===== config.mk =====
export PLATFORM = sky130hd
export DESIGN_NAME = fpmul_drv
export DESIGN_NICKNAME = d
export VERILOG_FILES = /design/src/rtl/fpmul_drv.sv
export SDC_FILE = /design/constraint.sdc
export NUM_CORES = 1
export LEC_CHECK = 0
export CAP_MARGIN = 20
export CORE_MARGIN = 3
export CORE_UTILIZATION = 42
export DETAILED_ROUTE_END_ITERATION = 16
export HOLD_SLACK_MARGIN = 0.12
export PLACE_DENSITY_LB_ADDON = 0.3
export SYNTH_ARGS = -nofsm -noshare
export SYNTH_HDL_FRONTEND = slang
export SYNTH_SLANG_ARGS = --single-unit

===== constraint.sdc =====
create_clock -name Clk -period 2.3 [get_ports Clk]
set_input_delay 0.23 -clock Clk [delete_from_list [all_inputs] [get_ports Clk]]
set_output_delay 0.23 -clock Clk [all_outputs]
set_load 0.03 [all_outputs]

===== src/rtl/fpmul_drv.sv =====
// fpmul_drv: requester-side controller for the fpmul Start/Done handshake.
//
// Takes operand pairs from an upstream valid/ready source and registers them
// onto A/B. It pulses Start for one cycle, then waits for Done. It captures
// P and the six status flags into a result register, which feeds a
// downstream valid/ready port. If Done does not arrive within TIMEOUT cycles,
// the operation is aborted and the driver reports a quiet NaN.
//
// Ports:
//   Clk, Rst              clock (rising edge), asynchronous active-low reset
//   In_Valid/In_Ready     upstream operand handshake
//   In_A, In_B            upstream operands (IEEE-754 single)
//   Start                 one-cycle start pulse to fpmul
//   A, B                  registered operands to fpmul
//   Done, P               fpmul completion pulse and product
//   UF..ZF                fpmul status flags
//   Out_Valid/Out_Ready   downstream result handshake
//   Out_P, Out_Flags      captured product and flags {UF,OF,NaNF,InfF,DNF,ZF}
//   Out_TO                result came from a timeout rather than Done
//   Op_Cnt                completed operations (wraps)
//   Spur_Cnt              Done pulses seen outside WAIT (saturates)
//   state_dbg             current FSM state (0=IDLE, 1=ISSUE, 2=WAIT)
//
// Handshake semantics (both ports): a transfer happens on a rising edge where
// valid and ready are both 1. The producer must hold valid and data stable
// until that edge. Ready may depend on the state but never on valid.
module fpmul_drv #(
    parameter int TIMEOUT = 64,
    parameter int CW      = 8
) (
    input  logic        Clk,
    input  logic        Rst,
    input  logic        In_Valid,
    output logic        In_Ready,
    input  logic [31:0] In_A,
    input  logic [31:0] In_B,
    output logic        Start,
    output logic [31:0] A,
    output logic [31:0] B,
    input  logic        Done,
    input  logic [31:0] P,
    input  logic        UF,
    input  logic        OF,
    input  logic        NaNF,
    input  logic        InfF,
    input  logic        DNF,
    input  logic        ZF,
    output logic        Out_Valid,
    input  logic        Out_Ready,
    output logic [31:0] Out_P,
    output logic [5:0]  Out_Flags,
    output logic        Out_TO,
    output logic [15:0] Op_Cnt,
    output logic [7:0]  Spur_Cnt,
    output logic [1:0]  state_dbg
);

    localparam logic [1:0] S_IDLE  = 2'd0;
    localparam logic [1:0] S_ISSUE = 2'd1;
    localparam logic [1:0] S_WAIT  = 2'd2;

    // The counter starts at 0 on the first WAIT cycle, so the comparison
    // against TIMEOUT-1 fires on the TIMEOUT-th WAIT cycle.
    localparam logic [CW-1:0] TO_LAST = CW'(TIMEOUT - 1);

    localparam logic [31:0] QNAN = 32'h7FC0_0000;

    logic [1:0]    state;
    logic [CW-1:0] to_cnt;
    logic          accept;
    logic          in_wait;
    logic          timed_out;

    // The driver is only ready when idle and the result register is empty.
    // This means a capture can never overwrite an unread result. It is
    // gated by Rst so the upstream sees not-ready throughout reset.
    assign In_Ready  = Rst & (state == S_IDLE) & ~Out_Valid;
    assign accept    = In_Valid & In_Ready;
    assign Start     = (state == S_ISSUE);
    assign in_wait   = (state == S_WAIT);
    // Done has priority over the timeout when both occur in one cycle.
    assign timed_out = in_wait & ~Done & (to_cnt == TO_LAST);
    assign state_dbg = state;

    always_ff @(posedge Clk or negedge Rst) begin
        if (!Rst) begin
            state     <= S_IDLE;
            to_cnt    <= '0;
            A         <= '0;
            B         <= '0;
            Out_Valid <= 1'b0;
            Out_P     <= '0;
            Out_Flags <= '0;
            Out_TO    <= 1'b0;
            Op_Cnt    <= '0;
            Spur_Cnt  <= '0;
        end else begin
            if (Out_Valid && Out_Ready) begin
                Out_Valid <= 1'b0;
            end

            // A Done outside WAIT has no operation to belong to. This
            // includes a late Done after a timeout.
            if (Done && !in_wait && (Spur_Cnt != 8'hFF)) begin
                Spur_Cnt <= Spur_Cnt + 8'd1;
            end

            case (state)
                S_IDLE: begin
                    if (accept) begin
                        A     <= In_A;
                        B     <= In_B;
                        state <= S_ISSUE;
                    end
                end
                S_ISSUE: begin
                    to_cnt <= '0;
                    state  <= S_WAIT;
                end
                S_WAIT: begin
                    to_cnt <= to_cnt + CW'(1);
                    if (Done) begin
                        Out_P     <= P;
                        Out_Flags <= {UF, OF, NaNF, InfF, DNF, ZF};
                        Out_TO    <= 1'b0;
                        Out_Valid <= 1'b1;
                        Op_Cnt    <= Op_Cnt + 16'd1;
                        state     <= S_IDLE;
                    end else if (timed_out) begin
                        Out_P     <= QNAN;
                        Out_Flags <= 6'b001000;
                        Out_TO    <= 1'b1;
                        Out_Valid <= 1'b1;
                        Op_Cnt    <= Op_Cnt + 16'd1;
                        state     <= S_IDLE;
                    end
                end
                default: begin
                    state <= S_IDLE;
                end
            endcase
        end
    end

endmodule


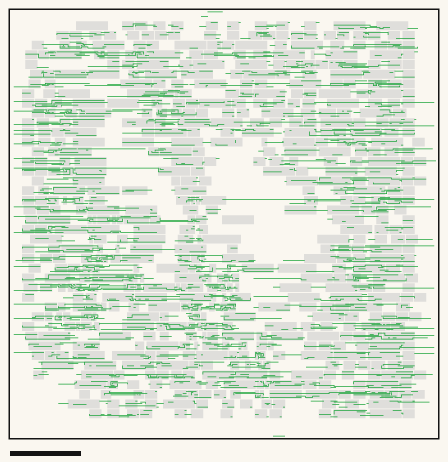
(images/layer_met1.png)
Scale bar: 20 um.
longest straight run: 34.5 um
nets with wire on the layer: 631

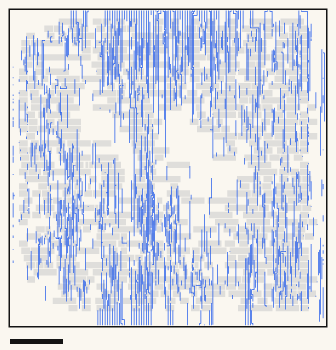
(images/layer_met2.png)
Scale bar: 20 um.
share of all routed wire: 48%
longest straight run: 50.2 um
main direction: vertical
nets with wire on the layer: 683

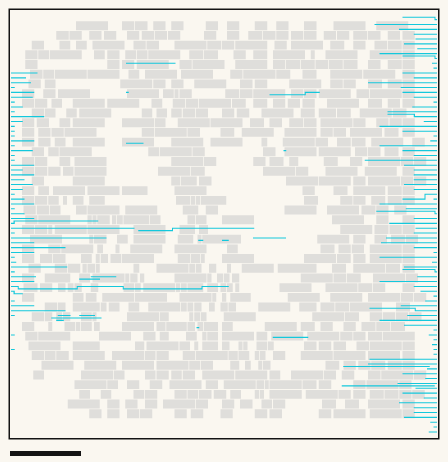
(images/layer_met3.png)
Scale bar: 20 um.
main direction: horizontal
wire length on this layer: 1,210 um
share of all routed wire: 8.7%
nets with wire on the layer: 146
longest straight run: 34.3 um

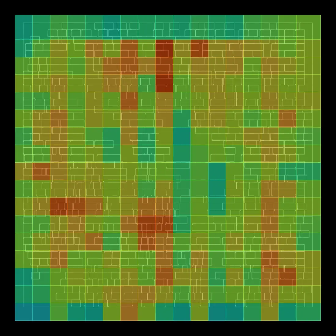
(images/congestion.png)
GRT met1 Usage: 24.5%
grt met2 use: 31.6%
GRT Max-Usage Layer: met2

-- area by class of cell --
type                       instances  share of cell area, %
sequential                       138                   40.0
inverter                           8                  0.348
clock inverter                     8                   1.13
multi-input combinational        220                   21.9
tap                              172                   2.49
timing repair buffer             245                   28.8
clock buffer                      21                   5.33
-- power by group through the flow --
| stage | combinational [W] | sequential [W] | clock [W] |
|---|---|---|---|
| after CTS | 0.00624 | 0.00408 | 0.00263 |
| after detailed placement | 0.00624 | 0.00410 | 0 |
| after global placement | 0.00611 | 0.00405 | 0 |
| final | 0.00617 | 0.00408 | 0.00257 |
| after floorplan | 0.00149 | 0.00605 | 0 |
| after global routing | 0.00647 | 0.00421 | 0.00275 |
-- repair_timing --
item | in CTS | in global routing
buffers inserted | 0 | 0
hold buffers | 1 | 0
endpoints found under the hold margin | 138 | 0
-- path summary, 6_finish.rpt --
path / endpoint / slack [ns] / cells past startpoint
min in group asynchronous: Op_Cnt[14]$_DFFE_PN0P_ / 0.51 / 3
max in group asynchronous: B[6]$_DFFE_PN0P_ / 1.26 / 3
hold / removal: Out_Valid$_DFF_PN0_ / 0.39 / 2
hold reg to reg: Op_Cnt[15]$_DFFE_PN0P_ / 0.48 / 1
setup / recovery: Start / 0.30 / 3
setup reg to reg: Op_Cnt[8]$_DFFE_PN0P_ / 0.39 / 6
-- cells in the mapped netlist, types with 2 or more instances --
library cell / count / share of area, %
clkbuf_1: 2 / 0.14
mux2_2: 67 / 14
nand3_1: 8 / 0.73
nand4_1: 6 / 0.69
nor4_1: 5 / 0.57
o21ai_0: 6 / 0.55
nand2_1: 19 / 1.3
o22a_1: 10 / 1.6
a21oi_1: 2 / 0.18
nor3_1: 6 / 0.55
xnor2_1: 9 / 1.4
o211ai_1: 2 / 0.27
buf_2: 13 / 1.2
nor2b_1: 2 / 0.23
a22o_1: 30 / 4.8
ha_1: 7 / 1.6
xor2_1: 14 / 2.2
nor2_1: 9 / 0.62
dfrtp_1: 138 / 63
nor4_4: 2 / 0.78
inv_1: 8 / 0.55
a21o_1: 2 / 0.27
-- metal layers --
metal | part of all wire [%] | wire [um]
met1 | 42 | 5860
met2 | 48 | 6770
met3 | 8.7 | 1210
met4 | 0.89 | 124
met5 | 0 | 0
-- critical path, cell delays in order, from the launching register on --
cell,delay (ns)
dfrtp_1,0.40
inv_1,0.11
ha_1,0.17
clkdlybuf4s50_1,0.69
-- through the flow --
step,utilization (%),std cells,total power [W]
3_5_place_dp,63.7,782,0.0103
6_report,68.2,812,0.0128
5_1_grt,68.2,812,0.0134
3_3_place_gp,63.7,782,0.0102
4_1_cts,68.2,812,0.0129
2_1_floorplan,-,383,0.00754
-- state kept, by name, summed over array words and instances, names as in the netlist --
signal,cells
Spur_Cnt,8
A,32
Op_Cnt,16
Out_Flags,6
B,32
state_dbg,2
Out_Valid,1
Out_P,32
Out_TO,1
to_cnt,8
-- kinds of logic (layout without fill, tap and decap cells) --
logic type	count (synthesis)	in the layout	share of synthesized area, %
compound gates	56	56	8.25
mux	68	68	14.0
fa+ha+maj	7	7	1.60
flops	138	138	63.3
buf+inv	25	282	2.22
simple gates	66	66	6.97
xor+xnor	23	23	3.69
==> impl_metrics.toml <==
# physical design summary
[status]
status = "finished, final reports clean"

[grt]
grt_pass1_wl_mm = 22.0
antenna_found_initial = 0
grt_overflow = 0

[route]
vias = 4024
drc = 0
avgRoutedWirePerCell_um = 17.2
wirelength_mm = 14.0

[clock_tree]
ctsHtreeMaxLevel = 4
clockBufferDepth = 2
cts_resized = 0

[sta]
min_period_ns = 2.00
min_period_over_period_pct = 86.8
slew_violations = 0
fmax_ghz = 0.501
tightest_slew_ns = 0.709
grt_setup_unrepaired = "false"
maxSlewHeadroom_pct = 52.7

[pwr]
p_per_area_nw_per_um2 = 1480
vdd_drop_max_uv = 754
pwr-share-clk_pct = 20.1
swShare_pct = 38.2

[finish]
lay_top_cells = "clkdlybuf4s50_1 (236), dfrtp_1 (138), mux2_2 (67)"
final_nets = 744
regArea_um2 = 3450
fill_cells = 921
areaGrowthSynthToFinish_pct = 58.2
insertedDiodeCount = 0

[die]
core_area_um2 = 12700
fp-row-count = 41
initCoreUtil_pct = 43.1
boundaryPins = 239

[place]
place_congestion = 0.793
dp_slack_ns = 0.367
postPlaceCellArea_um2 = 8070

[yosys]
ys_area_um2 = 5460
synth_area_um2 = 5460
syn_area_per_cell_um2 = 14.3
ys_seq_share_pct = 63.3
ff_type = "dfrtp_1"
yosysCellCount = 383
synth_cell_types = 38

[job]
maxCapViolations = 0

[min_path]
holdCritStartpoint = "Out_Ready"

[worst_setup_path]
crit_fanout = 4
worstSetupStartpoint = "state_dbg[1]$_DFFE_PN0P_"
cp.arrival_ns = 1.77
crit_required_ns = 2.07
Power is estimated from default activity; no workload was simulated.
